==> images/m1.png <==
Bar = 20 µm.
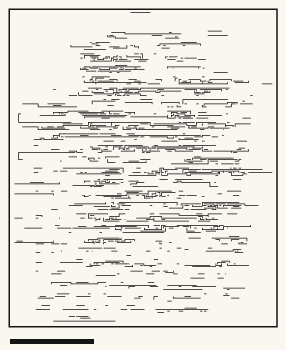
==> images/m2.png <==
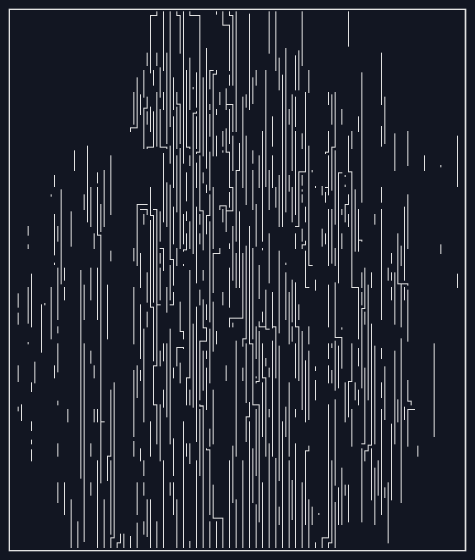
==> src/rtl/tx_slot_arbiter.sv <==
`default_nettype none
// ----------------------------------------------------------------------------
// tx_slot_arbiter: round-robin word arbiter feeding an MSB-first serial line.
// rev 1.0
// ----------------------------------------------------------------------------
module tx_slot_arbiter #(
  parameter int N_REQ  = 4,
  parameter int DATA_W = 16
) (
  input  logic                      CLK_24M,
  input  logic                      reset,
  input  logic                      enable_3M,
  input  logic [N_REQ-1:0]          req,
  input  logic [N_REQ*DATA_W-1:0]   data_in,
  output logic [N_REQ-1:0]          ack,
  output logic                      serial_out,
  output logic                      frame_sync,
  output logic                      active,
  output logic [$clog2(N_REQ)-1:0]  grant_id
);

  localparam int PTR_W = $clog2(N_REQ);
  localparam int CNT_W = $clog2(DATA_W);

  localparam logic [PTR_W-1:0] c_LAST_IDX = PTR_W'(N_REQ - 1);
  localparam logic [PTR_W:0]   c_N_EXT    = (PTR_W + 1)'(N_REQ);
  localparam logic [CNT_W-1:0] c_CNT_TOP  = CNT_W'(DATA_W - 1);

  localparam logic [0:0] S_IDLE  = 1'b0;
  localparam logic [0:0] S_SHIFT = 1'b1;

  logic [0:0]        r_state;
  logic [PTR_W-1:0]  r_rr_ptr;
  logic [CNT_W-1:0]  r_bit_cnt;
  logic [DATA_W-1:0] r_shift;
  logic              r_serial;
  logic              r_frame;
  logic              r_active;
  logic [N_REQ-1:0]  r_ack;
  logic [PTR_W-1:0]  r_grant;

  logic [PTR_W-1:0]   w_start;
  logic [2*N_REQ-1:0] w_req2;
  logic [2*N_REQ-1:0] w_rot_full;
  logic [N_REQ-1:0]   w_rot;
  logic               w_found;
  logic [PTR_W-1:0]   w_off;
  logic [PTR_W:0]     w_sum;
  logic [PTR_W:0]     w_sum_wrap;
  logic [PTR_W-1:0]   w_win;
  logic [DATA_W-1:0]  w_word;
  logic [N_REQ-1:0]   w_onehot;
  logic               w_arb;

  // Rotate requests so the search always begins at bit 0 = rr_ptr+1.
  assign w_start    = (r_rr_ptr == c_LAST_IDX) ? '0 : r_rr_ptr + 1'b1;
  assign w_req2     = {req, req};
  assign w_rot_full = w_req2 >> w_start;
  assign w_rot      = w_rot_full[N_REQ-1:0];

  always_comb begin
    w_found = 1'b0;
    w_off   = '0;
    for (int j = N_REQ - 1; j >= 0; j--) begin
      if (w_rot[j]) begin
        w_found = 1'b1;
        w_off   = PTR_W'(j);
      end
    end
  end

  assign w_sum      = {1'b0, w_start} + {1'b0, w_off};
  assign w_sum_wrap = w_sum - c_N_EXT;
  assign w_win      = (w_sum >= c_N_EXT) ? w_sum_wrap[PTR_W-1:0] : w_sum[PTR_W-1:0];

  always_comb begin
    w_word   = '0;
    w_onehot = '0;
    for (int i = 0; i < N_REQ; i++) begin
      if (w_win == PTR_W'(i)) begin
        w_word      = data_in[i*DATA_W +: DATA_W];
        w_onehot[i] = 1'b1;
      end
    end
  end

  // A word boundary: idle line, or the LSB of the current word has had its period.
  assign w_arb = enable_3M && ((r_state == S_IDLE) || (r_bit_cnt == '0));

  always_ff @(posedge CLK_24M) begin
    if (reset) begin
      r_state   <= S_IDLE;
      r_rr_ptr  <= c_LAST_IDX;
      r_bit_cnt <= '0;
      r_shift   <= '0;
      r_serial  <= 1'b0;
      r_frame   <= 1'b0;
      r_active  <= 1'b0;
      r_ack     <= '0;
      r_grant   <= '0;
    end else begin
      r_ack <= '0;
      if (w_arb) begin
        if (w_found) begin
          r_state   <= S_SHIFT;
          r_shift   <= w_word;
          r_serial  <= w_word[DATA_W-1];
          r_bit_cnt <= c_CNT_TOP;
          r_frame   <= 1'b1;
          r_active  <= 1'b1;
          r_grant   <= w_win;
          r_rr_ptr  <= w_win;
          r_ack     <= w_onehot;
        end else begin
          r_state  <= S_IDLE;
          r_serial <= 1'b0;
          r_frame  <= 1'b0;
          r_active <= 1'b0;
        end
      end else if (enable_3M) begin
        r_shift   <= {r_shift[DATA_W-2:0], 1'b0};
        r_serial  <= r_shift[DATA_W-2];
        r_bit_cnt <= r_bit_cnt - 1'b1;
        r_frame   <= 1'b0;
      end
    end
  end

  assign ack        = r_ack;
  assign serial_out = r_serial;
  assign frame_sync = r_frame;
  assign active     = r_active;
  assign grant_id   = r_grant;

endmodule
`default_nettype wire

==> config.mk <==
export PLATFORM = sky130hd
export DESIGN_NAME = tx_slot_arbiter
export DESIGN_NICKNAME = d
export VERILOG_FILES = /design/src/rtl/tx_slot_arbiter.sv
export SDC_FILE = /design/constraint.sdc
export NUM_CORES = 1
export LEC_CHECK = 0
export CAP_MARGIN = 30
export CORE_ASPECT_RATIO = 1.2
export CORE_MARGIN = 2
export CORE_UTILIZATION = 47
export CTS_CLUSTER_SIZE = 20
export DETAILED_ROUTE_END_ITERATION = 7
export PLACE_DENSITY = 0.88
export REMOVE_ABC_BUFFERS = 1
export SLEW_MARGIN = 20
export SYNTH_ARGS = -nofsm -noshare
export SYNTH_HDL_FRONTEND = slang
export SYNTH_SLANG_ARGS = --single-unit
==> constraint.sdc <==
create_clock -name CLK_24M -period 7.5 [get_ports CLK_24M]
set_input_delay 2.25 -clock CLK_24M [delete_from_list [all_inputs] [get_ports CLK_24M]]
set_output_delay 2.25 -clock CLK_24M [all_outputs]
set_load 0.03 [all_outputs]
==> qor.rpt <==
===============================================================================================
Status                                                                             finished clean
Fraction of power spent switching nets                                                    0.345
Antenna Violating Nets Remaining                                                              0
Initial drt markers                                                                         145
Gate Count Post-Synth                                                                       221
Global-route layer with the greatest usage                                                 met2
Top register by number of flip-flops                                                    r_shift
Startpoint-to-endpoint class of the critical path                                        in2reg
Final tally of hold violations                                                                0
Routed length on met2                                                                   2.86 mm
Clock input transition at the sequential cells of the worst setup and hold paths          60 ps
Total clock buffers created by CTS                                                            5
Worst path max stage delay                                                               560 ps
Routability congestion estimate                                                           0.799
Wire length per cell after detailed routing                                             14.8 µm
Crit-path max FO                                                                             10
Worst Hold Path Cells                                                                         2
Placed Cells incl. Taps                                                                     338
Netlist Area Pre-Place                                                                 1990 µm²
Number of cells on the worst reg-to-reg path                                                 10
Commonest cells in the netlist                                                     54 x sky130_fd_sc_hd__nor2_1, 30 x sky130_fd_sc_hd__dfxtp_1, 14 x sky130_fd_sc_hd__a22oi_1, 14 x sky130_fd_sc_hd__nand2_1, 13 x sky130_fd_sc_hd__o2bb2ai_1
Fill cell instance count of the final layout                                                340
Registers, synthesis                                                                         30
Area of the placeable core                                                             4000 µm²
Vias/cell                                                                                  5.63
Hold Slack                                                                               460 ps
Overall track demand over capacity in global routing                                      0.226
Number of OpenROAD warnings                                                                  25
Combinational share of power                                                              0.510
Most numerous logic cells after layout                                             79 x sky130_fd_sc_hd__clkdlybuf4s50_1, 54 x sky130_fd_sc_hd__nor2_1, 30 x sky130_fd_sc_hd__dfxtp_1
Routed met3 length                                                                       221 µm
Final number of setup-violating endpoints                                                     0
Diode count                                                                                   0
Clock buffer count                                                                            7
Remaining design rule violation count                                                         0
Critical Path RT                                                                        7660 ps
Reg-to-reg startpoint                                                               r_rr_ptr[0]
Kind of end point of the critical path                                                     flop
===============================================================================================
## Picture notes: m1.png
wire length on this layer: 1940 µm
main direction: horizontal
nets with wire on the layer: 319
longest straight run: 21.2 µm

## Picture notes: m2.png
nets with wire on the layer: 314
wire length on this layer: 2860 µm
share of all routed wire: 56%
main direction: vertical
longest straight run: 34.5 µm
Total Routed Length: 5.13 mm
via count: 1955
met2 track utilization from global routing: 0.450

Power and IR drop assume default switching activity.
